File: config.mk
export PLATFORM = sky130hd
export DESIGN_NAME = fetch_unit
export DESIGN_NICKNAME = d
export VERILOG_FILES = /design/src/rtl/fetch_unit_pkg.sv /design/src/rtl/fetch_unit_instr_mem.sv /design/src/rtl/fetch_unit.sv
export SDC_FILE = /design/constraint.sdc
export NUM_CORES = 2
export LEC_CHECK = 0
export CAP_MARGIN = 25
export CELL_PAD_IN_SITES_DETAIL_PLACEMENT = 1
export CELL_PAD_IN_SITES_GLOBAL_PLACEMENT = 2
export CORE_MARGIN = 2
export CORE_UTILIZATION = 45
export DETAILED_ROUTE_END_ITERATION = 10
export PLACE_DENSITY_LB_ADDON = 0.05
export SLEW_MARGIN = 10
export SYNTH_ARGS = -nofsm -noshare
export SYNTH_HDL_FRONTEND = slang
export SYNTH_HIERARCHICAL = 1
export SYNTH_SLANG_ARGS = --single-unit
File: constraint.sdc
create_clock -name i_clock -period 3.6 [get_ports i_clock]
set_input_delay 0.54 -clock i_clock [delete_from_list [all_inputs] [get_ports i_clock]]
set_output_delay 0.54 -clock i_clock [all_outputs]
set_load 0.005 [all_outputs]
File: src/rtl/fetch_unit_pkg.sv
// Shared fetch-stage constants: FSM state encodings, PC select codes and PC stride.
package fetch_unit_pkg;

  localparam logic [1:0] ST_IDLE   = 2'd0;
  localparam logic [1:0] ST_LOAD   = 2'd1;
  localparam logic [1:0] ST_RUN    = 2'd2;
  localparam logic [1:0] ST_HALTED = 2'd3;

  // Code 2'b11 is deliberately not listed; it falls through to sequential fetch.
  localparam logic [1:0] SEL_BRANCH = 2'b01;
  localparam logic [1:0] SEL_JUMP   = 2'b10;

  localparam int unsigned PC_STEP = 4;

  function automatic logic is_redirect(input logic [1:0] sel);
    return (sel == SEL_BRANCH) || (sel == SEL_JUMP);
  endfunction

endpackage

File: src/rtl/fetch_unit_instr_mem.sv
// Instruction memory: one synchronous write port for the loader and one
// combinational read port for fetch. Contents are never reset.
module instr_mem
  import fetch_unit_pkg::*;
#(
  parameter int DATA_WIDTH = 32,
  parameter int MEM_DEPTH  = 64,
  localparam int IDX_W     = $clog2(MEM_DEPTH)
) (
  input  logic                  clock,
  input  logic                  write_en,
  input  logic [IDX_W-1:0]      write_index,
  input  logic [DATA_WIDTH-1:0] write_data,
  input  logic [IDX_W-1:0]      read_index,
  output logic [DATA_WIDTH-1:0] read_data
);

  logic [DATA_WIDTH-1:0] mem [MEM_DEPTH];

  always_ff @(posedge clock) begin
    if (write_en) begin
      mem[write_index] <= write_data;
    end
  end

  assign read_data = mem[read_index];

endmodule

File: src/rtl/fetch_unit.sv
// Instruction fetch stage: loader-owned memory, IDLE/LOAD/RUN/HALTED control,
// PC redirect/stall/step handling and registered outputs toward decode.
module fetch_unit
  import fetch_unit_pkg::*;
#(
  parameter int                    DATA_WIDTH = 32,
  parameter int                    MEM_DEPTH  = 64,
  parameter logic [DATA_WIDTH-1:0] RESET_PC   = '0,
  parameter logic [DATA_WIDTH-1:0] HALT_WORD  = {DATA_WIDTH{1'b1}},
  parameter logic [DATA_WIDTH-1:0] NOP_WORD   = '0
) (
  input  logic                  i_clock,
  input  logic                  i_reset,
  input  logic                  i_loading,
  input  logic                  i_load_valid,
  input  logic [DATA_WIDTH-1:0] i_load_address,
  input  logic [DATA_WIDTH-1:0] i_load_instr,
  input  logic                  i_start,
  input  logic                  i_step_mode,
  input  logic                  i_step,
  input  logic                  i_stall,
  input  logic [1:0]            i_select,
  input  logic [DATA_WIDTH-1:0] i_pc_branch,
  input  logic [DATA_WIDTH-1:0] i_pc_jump,
  output logic [DATA_WIDTH-1:0] o_instruccion,
  output logic [DATA_WIDTH-1:0] o_pc_incr,
  output logic                  o_valid,
  output logic                  o_halted,
  output logic [1:0]            o_state
);

  localparam int IDX_W = $clog2(MEM_DEPTH);

  logic [1:0]            state;
  logic [DATA_WIDTH-1:0] pc;
  logic [DATA_WIDTH-1:0] instr;
  logic [DATA_WIDTH-1:0] pc_incr;
  logic                  valid;
  logic                  halted;

  logic [DATA_WIDTH-1:0] fetch_word;
  logic [DATA_WIDTH-1:0] pc_next;
  logic [DATA_WIDTH-1:0] target;
  logic                  advance;
  logic                  redirect;
  logic                  unused_addr_bits;

  // Word index uses only PC[IDX_W+1:2], so fetch addresses wrap modulo 4*MEM_DEPTH.
  instr_mem #(
    .DATA_WIDTH(DATA_WIDTH),
    .MEM_DEPTH (MEM_DEPTH)
  ) u_mem (
    .clock      (i_clock),
    .write_en   (i_loading && i_load_valid),
    .write_index(i_load_address[IDX_W+1:2]),
    .write_data (i_load_instr),
    .read_index (pc[IDX_W+1:2]),
    .read_data  (fetch_word)
  );

  assign unused_addr_bits = ^{i_load_address[DATA_WIDTH-1:IDX_W+2], i_load_address[1:0]};

  assign pc_next  = pc + DATA_WIDTH'(PC_STEP);
  assign advance  = !i_step_mode || i_step;
  assign redirect = is_redirect(i_select);
  assign target   = (i_select == SEL_JUMP) ? i_pc_jump : i_pc_branch;

  // Loading pre-empts every state; a redirect wins over a stall inside an advance cycle.
  always_ff @(posedge i_clock or posedge i_reset) begin
    if (i_reset) begin
      state   <= ST_IDLE;
      pc      <= RESET_PC;
      instr   <= NOP_WORD;
      pc_incr <= '0;
      valid   <= 1'b0;
      halted  <= 1'b0;
    end else if (i_loading) begin
      state  <= ST_LOAD;
      valid  <= 1'b0;
      halted <= 1'b0;
    end else begin
      case (state)
        ST_LOAD: state <= ST_IDLE;
        ST_IDLE: begin
          if (i_start) begin
            state <= ST_RUN;
            pc    <= RESET_PC;
            valid <= 1'b0;
          end
        end
        ST_RUN: begin
          if (advance) begin
            if (redirect) begin
              pc    <= target;
              instr <= NOP_WORD;
              valid <= 1'b0;
            end else if (!i_stall) begin
              instr   <= fetch_word;
              pc_incr <= pc_next;
              valid   <= 1'b1;
              if (fetch_word == HALT_WORD) begin
                state <= ST_HALTED;
              end else begin
                pc <= pc_next;
              end
            end
          end
        end
        ST_HALTED: begin
          // The halt word stays valid for exactly one cycle, then the stage reports halted.
          valid  <= 1'b0;
          halted <= 1'b1;
        end
        default: state <= ST_IDLE;
      endcase
    end
  end

  assign o_instruccion = instr;
  assign o_pc_incr     = pc_incr;
  assign o_valid       = valid;
  assign o_halted      = halted;
  assign o_state       = state;

endmodule

### Local utilization

The die is cut into 22 by 22 equal tiles; black is low, pale yellow is high, 0 to 100% covered.
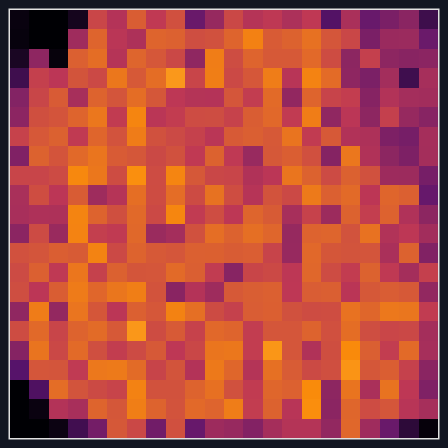
fullest tile: 78%
tiles over 75% full: 1.2%
nearly empty tiles: 2.1%
mean over tiles: 53%
final core area utilization: 55.7%
initial standard-cell utilization of the core: 45.1%

### The clock network

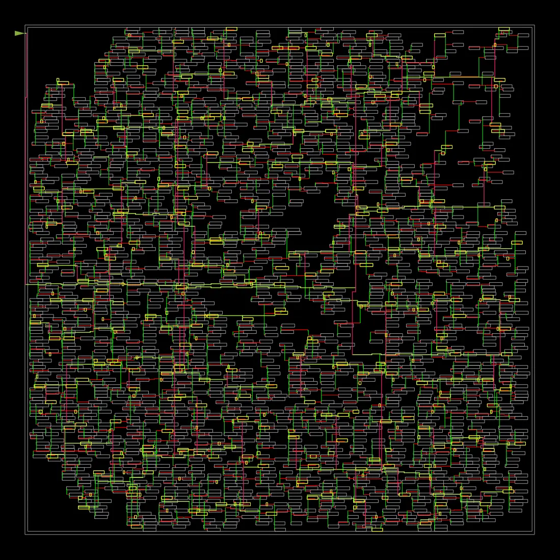
number of clock-tree buffers in the layout: 283
TritonCTS Sinks: 2148
sequential cell count: 2148
number of clock buffers inserted by TritonCTS: 220

==> Implementation_results.wiki <==
== Run summary ==
{| class="wikitable"
! Metric !! Value
|-
| Maximum buffer depth of the clock tree || 3
|-
| Number of warnings issued by yosys || 6
|-
| Post-CTS repair timing setup buffer count || 51
|-
| Hold Path Origin || i_load_instr[8]
|-
| Leading area contributor after synthesis || edfxtp_1
|-
| Final period demand of the worst path || 4.09 ns
|-
| Reg with most FFs || u_mem/mem
|-
| Chip Area || 0.189 mm2
|-
| Worst setup path startpoint || pc[2]$_DFFE_PP0P_
|-
| FF-to-FF Start || pc[2]$_DFFE_PP0P_
|-
| Pwr Density || 688 mW/mm2
|-
| Number of cell rows || 158
|-
| Max Cap Viol || 0
|-
| Std-Cell Core Area || 0.185 mm2
|-
| Buffers excl. clock || 826
|-
| Violations in the final reports || negative setup slack
|-
| Dominant combinational cell family by area after synthesis || multiplexers
|-
| Adders+Majority by Area || 0.0900%
|-
| Capture point of the worst path || pc[19]$_DFFE_PP0P_
|-
| Worst-Margin Slew || 1.11 ns
|-
| Most common logic cells in the final layout || 2048 x edfxtp_1, 544 x mux4_2, 412 x buf_4
|-
| Status || finished, violations left
|-
| Final setup vio count || 32
|-
| Yosys cell count || 3858
|-
| Combinational share of power || 29.1%
|-
| Primary FF master, synth || edfxtp_1
|-
| Critical Path Sink Type || flip-flop
|-
| Most common cell after layout, fill and taps aside || edfxtp_1
|-
| Number of H-tree levels || 4
|-
| Number of cells produced by synthesis || 3858
|-
| Net Sw Power || 20.2 mW
|-
| Horizontal die dimension || 434 um
|-
| Detailed-routed wire length on met3 || 16100 um
|-
| Count of library flops with an enable pin || 2048
|-
| Final worst slack || -0.491 ns
|}
### Met2 routing

Drawn at 1 px/um.
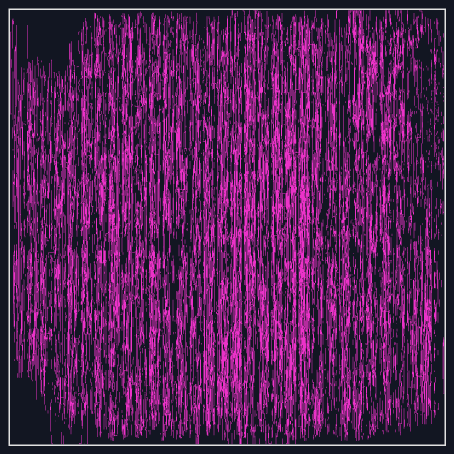
main direction: vertical
share of all routed wire: 49%
longest straight run: 300 um
wire length on this layer: 127 mm
nets with wire on the layer: 4470
GR Layer Usage met2: 45.1%
routed via count: 44400
Post-Route WL: 259000 um

### Register map, names as in the netlist

Drawn at 1 px/um.
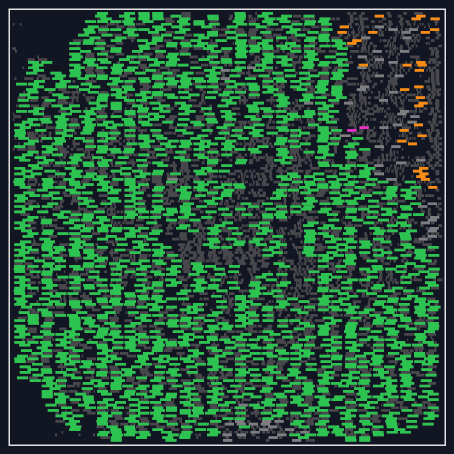
legend:
  magenta:
    signal: o_state
    flops: 2
  orange:
    signal: o_pc_incr
    flops: 32
    where: top right
  green:
    signal: u_mem/mem
    flops: 2048
    where: widely spread
not coloured: 66
fraction of area in registers: 62.2%
P_seq: 28.2 mW
Seq. cell area: 0.0640 mm2

Power is estimated from default activity; no workload was simulated.
